Figure 1. Met1 routing (run 1).
Supply wires on this layer in grey.
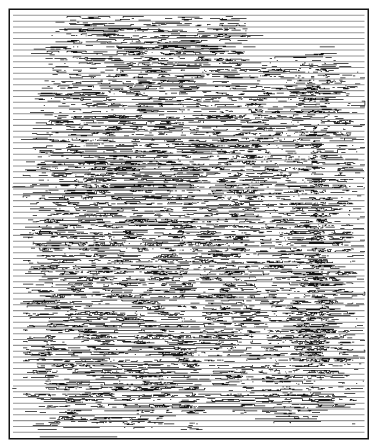
Figure 2. M2 wires (run 1).
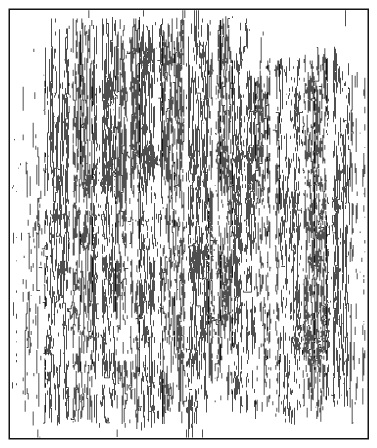
Figure 3. M3 wires (run 1).
The bar under the picture is 50 um long.
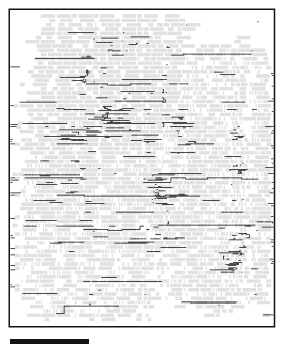
### src/rtl/wavelet_fir_dec.sv
// rtl/wavelet_fir_dec.sv - decimating two-bank wavelet analysis FIR with a single time-multiplexed MAC
module wavelet_fir_dec #(
    parameter int DATA_W = 16,
    parameter int COEF_W = 9,
    parameter int TAPS   = 8,
    parameter int DECIM  = 2,
    parameter int ACC_W  = DATA_W + COEF_W + $clog2(TAPS)
) (
    input  logic                      clk,
    input  logic                      reset,
    input  logic signed [DATA_W-1:0]  data_in,
    input  logic                      data_in_ready,
    output logic                      in_ready,
    input  logic                      mode,
    input  logic                      clear,
    input  logic                      coef_we,
    input  logic                      coef_bank,
    input  logic [$clog2(TAPS)-1:0]   coef_addr,
    input  logic signed [COEF_W-1:0]  coef_data,
    output logic signed [ACC_W-1:0]   data_out,
    output logic                      data_out_flag
);

    localparam int TAP_W  = $clog2(TAPS);
    localparam int CNT_W  = (DECIM > 1) ? $clog2(DECIM) : 1;
    localparam int PROD_W = DATA_W + COEF_W;
    localparam logic [TAP_W-1:0] LAST_TAP = TAP_W'(TAPS - 1);
    localparam logic [CNT_W-1:0] LAST_CNT = CNT_W'(DECIM - 1);

    typedef enum logic {
        S_IDLE = 1'b0,
        S_MAC  = 1'b1
    } state_t;

    state_t                    r_state;
    state_t                    w_state_nxt;

    logic signed [DATA_W-1:0]  r_shift [TAPS];
    logic signed [COEF_W-1:0]  r_coef0 [TAPS];
    logic signed [COEF_W-1:0]  r_coef1 [TAPS];
    logic [CNT_W-1:0]          r_dec_cnt;
    logic [TAP_W-1:0]          r_tap;
    logic                      r_bank;
    logic signed [ACC_W-1:0]   r_acc;

    logic                      w_accept;
    logic                      w_trigger;
    logic                      w_last_tap;
    logic                      w_coef_wr;
    logic signed [COEF_W-1:0]  w_coef;
    logic signed [PROD_W-1:0]  w_prod;
    logic signed [ACC_W-1:0]   w_prod_ext;
    logic signed [ACC_W-1:0]   w_sum;

    // Power-on coefficients: the 8-tap wavelet pair, zero for any other length
    function automatic logic signed [COEF_W-1:0] f_rst_coef(input logic bank, input int idx);
        int v;
        v = 0;
        if (TAPS == 8) begin
            case (idx)
                0: v = bank ? -59  : -3;
                1: v = bank ? 183  : 8;
                2: v = bank ? -162 : 8;
                3: v = bank ? -7   : -48;
                4: v = bank ? 48   : -7;
                5: v = bank ? 8    : 162;
                6: v = bank ? -8   : 183;
                7: v = bank ? -3   : 59;
                default: v = 0;
            endcase
        end
        return COEF_W'(v);
    endfunction

    // Samples only enter in IDLE; clear wins over a simultaneous accept
    assign in_ready   = (r_state == S_IDLE);
    assign w_accept   = data_in_ready && in_ready && !clear;
    assign w_trigger  = w_accept && (r_dec_cnt == LAST_CNT);
    assign w_last_tap = (r_tap == LAST_TAP);
    assign w_coef_wr  = coef_we && (r_state == S_IDLE) && !clear;

    assign w_coef     = r_bank ? r_coef1[r_tap] : r_coef0[r_tap];
    assign w_prod     = r_shift[r_tap] * w_coef;
    assign w_prod_ext = {{(ACC_W - PROD_W){w_prod[PROD_W-1]}}, w_prod};
    assign w_sum      = r_acc + w_prod_ext;

    // State register
    always_ff @(posedge clk or negedge reset) begin
        if (!reset) begin
            r_state <= S_IDLE;
        end else begin
            r_state <= w_state_nxt;
        end
    end

    // Next state: start MAC on a trigger, leave after the last tap or on clear
    always_comb begin
        w_state_nxt = r_state;
        case (r_state)
            S_IDLE: begin
                if (w_trigger) begin
                    w_state_nxt = S_MAC;
                end
            end
            S_MAC: begin
                if (clear || w_last_tap) begin
                    w_state_nxt = S_IDLE;
                end
            end
            default: w_state_nxt = S_IDLE;
        endcase
    end

    // Delay line and decimation phase
    always_ff @(posedge clk or negedge reset) begin
        if (!reset) begin
            for (int i = 0; i < TAPS; i++) begin
                r_shift[i] <= '0;
            end
            r_dec_cnt <= '0;
        end else if (clear) begin
            for (int i = 0; i < TAPS; i++) begin
                r_shift[i] <= '0;
            end
            r_dec_cnt <= '0;
        end else if (w_accept) begin
            r_shift[0] <= data_in;
            for (int i = 1; i < TAPS; i++) begin
                r_shift[i] <= r_shift[i-1];
            end
            r_dec_cnt <= (r_dec_cnt == LAST_CNT) ? '0 : r_dec_cnt + CNT_W'(1);
        end
    end

    // Coefficient banks; writes land only while idle so a running sum never sees a mix
    always_ff @(posedge clk or negedge reset) begin
        if (!reset) begin
            for (int i = 0; i < TAPS; i++) begin
                r_coef0[i] <= f_rst_coef(1'b0, i);
                r_coef1[i] <= f_rst_coef(1'b1, i);
            end
        end else if (w_coef_wr) begin
            if (coef_bank) begin
                r_coef1[coef_addr] <= coef_data;
            end else begin
                r_coef0[coef_addr] <= coef_data;
            end
        end
    end

    // MAC sequencing: one tap per cycle, result and flag published with the last tap
    always_ff @(posedge clk or negedge reset) begin
        if (!reset) begin
            r_bank        <= 1'b0;
            r_tap         <= '0;
            r_acc         <= '0;
            data_out      <= '0;
            data_out_flag <= 1'b0;
        end else begin
            data_out_flag <= 1'b0;
            case (r_state)
                S_IDLE: begin
                    if (w_trigger) begin
                        r_bank <= mode;
                        r_tap  <= '0;
                        r_acc  <= '0;
                    end
                end
                S_MAC: begin
                    if (!clear) begin
                        r_acc <= w_sum;
                        r_tap <= r_tap + TAP_W'(1);
                        if (w_last_tap) begin
                            data_out      <= w_sum;
                            data_out_flag <= 1'b1;
                        end
                    end
                end
                default: begin
                    r_tap <= '0;
                end
            endcase
        end
    end

endmodule

### config.mk
export PLATFORM = sky130hd
export DESIGN_NAME = wavelet_fir_dec
export DESIGN_NICKNAME = d
export VERILOG_FILES = /design/src/rtl/wavelet_fir_dec.sv
export SDC_FILE = /design/constraint.sdc
export NUM_CORES = 1
export LEC_CHECK = 0
export CAP_MARGIN = 20
export CORE_ASPECT_RATIO = 1.2
export CORE_UTILIZATION = 65
export DETAILED_ROUTE_END_ITERATION = 12
export GPL_ROUTABILITY_DRIVEN = 0
export PLACE_DENSITY = 0.81
export SETUP_SLACK_MARGIN = 0.15
export SLEW_MARGIN = 10
export SYNTH_ARGS = -nofsm -noshare
export SYNTH_HDL_FRONTEND = slang
export SYNTH_SLANG_ARGS = --single-unit
### constraint.sdc
create_clock -name clk -period 12.8 [get_ports clk]
set_clock_uncertainty 0.2 [all_clocks]
set_input_delay 2.56 -clock clk [delete_from_list [all_inputs] [get_ports clk]]
set_output_delay 2.56 -clock clk [all_outputs]
set_load 0.01 [all_outputs]
==> summary.rpt, run 1 <==
IMPLEMENTATION SUMMARY REPORT
----------------------------------------------------
[Placement]
  Placed Cells ........................ 2,347

[Yosys]
  Commonest cells in the netlist ........................ 432 x sky130_fd_sc_hd__nand2_1, 259 x sky130_fd_sc_hd__dfrtp_1, 210 x sky130_fd_sc_hd__inv_1
  Average instance area after synthesis ........................ 10.9 um2
  Netlist area before placement ........................ 21,500 um2
  Top-area cell type share of the netlist area ........................ 30.2%
  Cell count after synthesis ........................ 1,968
  Leading area contributor after synthesis ........................ sky130_fd_sc_hd__dfrtp_1

[Critical path]
  Origin of the critical flop-to-flop path ........................ r_tap[1]
  Highest net fanout along the worst path ........................ 45
  Setup crit start kind ........................ register
  Ordered cell list for the critical path ........................ buf_4, mux4_1, mux2_2, o21ai_2, nor2b_1, fa_1, fa_1, fa_1, fa_1, inv_1, fa_1, inv_1, ha_1, and3_1, nand3_1, a211oi_1, a211oi_1, o41ai_1, xnor2_1, o21ai_0
  Logic depth of the worst register-to-register path ........................ 20
  Worst Setup Path Type ........................ register to register

[Route]
  Via count normalized by instance count ........................ 6.05

[Cells and area]
  Largest area class, layout ........................ logic gates
  Final net count ........................ 2,232
  Clock network area share ........................ 4.57%
  Flop share of the area ........................ 36.4%

[CTS]
  Clock-pin slew on the worst setup and hold paths ........................ 60 ps

[Floorplan]
  Well tap count ........................ 407
  Site row count ........................ 72

[Global route]
  Maximum number of pins on one net before global-route repair ........................ 178
  Initial antenna violation count ........................ 0

[STA]
  Crit share post-route ........................ 62.9%
  Final hold violations ........................ 0

[Run status]
  Status ........................ finished clean

----------------------------------------------------
-- Figure 1 (at the start) --
wire length on this layer: 19,200 um
main direction: horizontal
share of all routed wire: 41%
nets with wire on the layer: 2,055
longest straight run: 58.0 um
via count: 14,600
total routed wirelength: 46.3 mm
met1 track demand over resource in global routing: 38.2%

-- Figure 2 (at the start) --
longest straight run: 69.7 um
wire length on this layer: 23.2 mm
share of all routed wire: 50%

-- Figure 3 (at the start) --
nets with wire on the layer: 199
longest straight run: 61.4 um
share of all routed wire: 5.2%
met3 Resource Use GR: 3.92%

run 1: state kept, by name, indices dropped and copies added, names as in the netlist, 3 cells and up:
| register | cells |
|---|---|
| r_acc | 28 |
| r_shift | 128 |
| r_tap | 3 |
| r_coef0 | 72 |
| data_out | 28 |
| r_coef1 | 72 |
run 1: where the power goes:
group | switching, mW | total (mW) | internal (mW)
sequential | 0.134 | 1.36 | 1.23
clock | 0.429 | 0.961 | 0.533
combinational | 1.84 | 3.05 | 1.21
total | 2.40 | 5.37 | 2.97
run 1: routing by layer:
metal	share of wire [%]	vias up	GRT usage, %
li1	-	6531	-
met1	41	7411	38.2
met2	50	507	48.2
met3	5.2	125	3.92
met4	3.2	0	10.5
met5	0	-	0
run 1: per-stage QoR:
stage,total power [mW],setup slack [ps]
2_1_floorplan,3.75,6290
3_3_place_gp,4.25,4950
3_5_place_dp,4.37,4810
4_1_cts,5.36,4780
5_1_grt,5.83,4280
6_report,5.37,4750
run 1: worst min path at each step:
stage	start	cells after the start	endpoint
6_report	data_out[2]	2	data_out[2]
5_1_grt	data_out[16]	2	data_out[16]
4_1_cts	data_out[1]	2	data_out[1]
3_5_place_dp	data_out[1]	2	data_out[1]
3_3_place_gp	data_out[0]	2	data_out[0]
2_1_floorplan	r_acc[8]	2	r_acc[8]
run 1: cells by family (layout without fill, tap and decap cells):
logic type | count (synthesis) | in the layout | synth area share, %
DFF | 335 | 335 | 39.5
buffers and inverters | 316 | 351 | 6.21
adders and majority gates | 219 | 219 | 17.9
xor gates and xnor gates | 27 | 27 | 1.10
muxes | 244 | 244 | 17.2
and+or+nand+nor | 560 | 560 | 11.1
AOI/OAI and AO/OA | 267 | 267 | 6.98
Figure 4. Metal 4 (run 1).
Supply wires on this layer in grey.
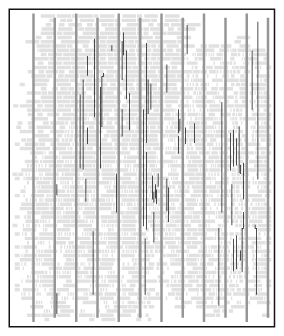

==> run 2: changes to the inputs <==
--- a/config.mk
+++ b/config.mk
@@ -7,10 +7,10 @@
 export LEC_CHECK = 0
 export CAP_MARGIN = 20
 export CORE_ASPECT_RATIO = 1.2
-export CORE_UTILIZATION = 65
+export CORE_UTILIZATION = 63
 export DETAILED_ROUTE_END_ITERATION = 12
 export GPL_ROUTABILITY_DRIVEN = 0
-export PLACE_DENSITY = 0.81
+export PLACE_DENSITY = 0.78
 export SETUP_SLACK_MARGIN = 0.15
 export SLEW_MARGIN = 10
 export SYNTH_ARGS = -nofsm -noshare
==> constraint.sdc (replaced) <==
create_clock -name clk -period 8.3 [get_ports clk]
set_clock_uncertainty 0.2 [all_clocks]
set_input_delay 1.66 -clock clk [delete_from_list [all_inputs] [get_ports clk]]
set_output_delay 1.66 -clock clk [all_outputs]
set_load 0.01 [all_outputs]
Figure 5. Metal 4 (run 2).
Supply wires on this layer in grey.
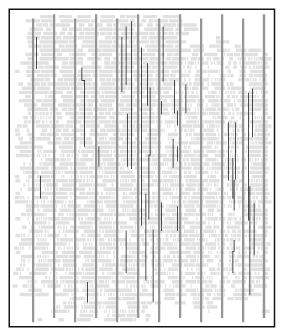
nets with wire on the layer: 23
wire length on this layer: 1,190 um
total routed wirelength: 44.8 mm
via count: 14,300

Figure 6. M3 wires (run 2).
The bar under the picture is 50 um long.
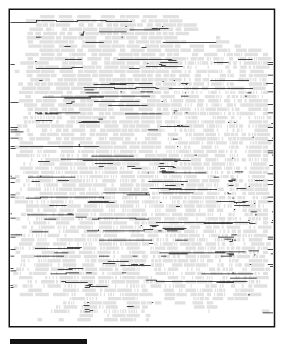
wire length on this layer: 2,450 um
share of all routed wire: 5.5%
nets with wire on the layer: 177
longest straight run: 77.3 um
main direction: horizontal

==> summary.rpt, run 2 <==
IMPLEMENTATION SUMMARY REPORT
----------------------------------------------------
[Critical path]
  Setup crit start kind ........................ register
  Top cell by count, worst path ........................ sky130_fd_sc_hd__fa_1
  Highest net fanout along the worst path ........................ 41 (-8.9%)
  Worst Path Required ........................ 8480 ps
  Worst path arrival time ........................ 7840 ps
  Family of cells with the greatest summed delay on the critical path ........................ adder cells
  Worst Setup Path Type ........................ register to register

[CTS]
  Clock latency reported for the late side of the worst-skew pair ........................ 530 ps
  Hold-fix buffer count after cts ........................ 0
  Cell resize tally after clock tree synthesis ........................ 0
  Clock-pin slew on the worst setup and hold paths ........................ 60 ps (about the same)

[Global route]
  Maximum number of pins on one net before global-route repair ........................ 170 (-4.5%)
  Initial antenna violation count ........................ 0 (unchanged)

[Run status]
  Status ........................ finished clean

[Cells and area]
  Share of final-layout standard cells stronger than drive strength 1 ........................ 19.2%
  Registers with the highest flip-flop counts ........................ r_shift (128), r_coef0 (72), r_coef1 (72)
  Register bank with the most flops ........................ r_shift
  Max FFs per register ........................ 128 (unchanged)
  FF/Latch Area ........................ 8480 um2
  Final net count ........................ 2,234 (+0.090%)

[Yosys]
  Top-area cell type share of the netlist area ........................ 30.2% (unchanged)
  Cell count after synthesis ........................ 1,968 (unchanged)
  Leading area contributor after synthesis ........................ sky130_fd_sc_hd__dfrtp_1
  Netlist area before placement ........................ 21,500 um2 (unchanged)
  Commonest cells in the netlist ........................ 432 x sky130_fd_sc_hd__nand2_1, 259 x sky130_fd_sc_hd__dfrtp_1, 210 x sky130_fd_sc_hd__inv_1
  Count of library flops with an enable pin ........................ 0
  Average instance area after synthesis ........................ 10.9 um2 (unchanged)

[Pwr]
  Switching share of power ........................ 43.6% (-1.1 points)
  Reported sequential group power ........................ 2.13 mW (+57%)
  Share of total power in the clock network ........................ 19.0% (+1.1 points)
  Largest power group ........................ combinational cells
  Relative contribution of combinational cells to total power ........................ 55.3% (-1.5 points)
  Share of total power in sequential cells ........................ 25.7% (+0.4 points)
  Internal Power ........................ 4.67 mW (+57%)
  Sw Pwr ........................ 3.61 mW (+50%)
  Power Combinational ........................ 4.58 mW (+50%)
  Reported clock group power ........................ 1.58 mW (+64%)

[STA]
  Final number of max-transition violations ........................ 0
  Final hold violations ........................ 0 (unchanged)
  Crit share post-route ........................ 92.3% (+29 points)

[Route]
  Via count normalized by instance count ........................ 5.84 (-3.4%)
  Number of DRC markers in iteration 0 ........................ 1,245

[Floorplan]
  Die outline height ........................ 204 um
  Site row count ........................ 73 (+1.4%)

----------------------------------------------------
[run 2: cell counts after synthesis]
Identical to the previous run, type by type.
[run 2: worst paths after layout]
check | startpoint | end | slack (ps) | cells past startpoint
setup / recovery | r_tap[0] | r_acc[24] | 640 | 19
setup reg to reg | r_tap[0] | r_acc[24] | 640 | 19
min in group asynchronous | reset | r_acc[19] | 940 | 1
max in group asynchronous | reset | r_tap[1] | 5420 | 2
hold / removal | data_out[2] | data_out[2] | 270 | 2
hold reg to reg | data_out[2] | data_out[2] | 270 | 2
[run 2: layer usage]
| layer | GRT usage (%) | up-vias | routed length (um) |
|---|---|---|---|
| met3 | 4.11 | 74 | 2450 |
| met2 | 44.0 | 428 | 21600 |
| met5 | 0 | - | 0 |
| met1 | 37.6 | 7319 | 19500 |
| li1 | - | 6523 | - |
| met4 | 8.49 | 0 | 1190 |
[run 2: final cells by class]
type | instances | share of cell area [%]
inverter | 211 | 3.37
tap | 450 | 2.40
timing repair buffer | 80 | 3.48
clock inverter | 15 | 0.746
multi-input combinational | 1317 | 49.7
sequential | 335 | 36.1
clock buffer | 47 | 4.14
[run 2: kinds of logic (layout without fill, tap and decap cells)]
kind of cell | count (synthesis) | count (layout) | share of synthesized area, %
DFF | 335 | 335 | 39.5
adders and majority gates | 219 | 219 | 17.9
buffers and inverters | 316 | 353 | 6.21
and+or+nand+nor | 560 | 560 | 11.1
muxes | 244 | 244 | 17.2
AOI/OAI and AO/OA | 267 | 267 | 6.98
xor gates and xnor gates | 27 | 27 | 1.10
[run 2: stage by stage]
step	setup WS, ps	power [mW]	cells
floorplan	1790	5.79	1968
global placement	777	6.56	2391
detailed placement	692	6.71	2393
CTS	678	8.31	2455
global route	292	9.02	2455
finish	638	8.29	2455
Power is estimated from default activity; no workload was simulated.
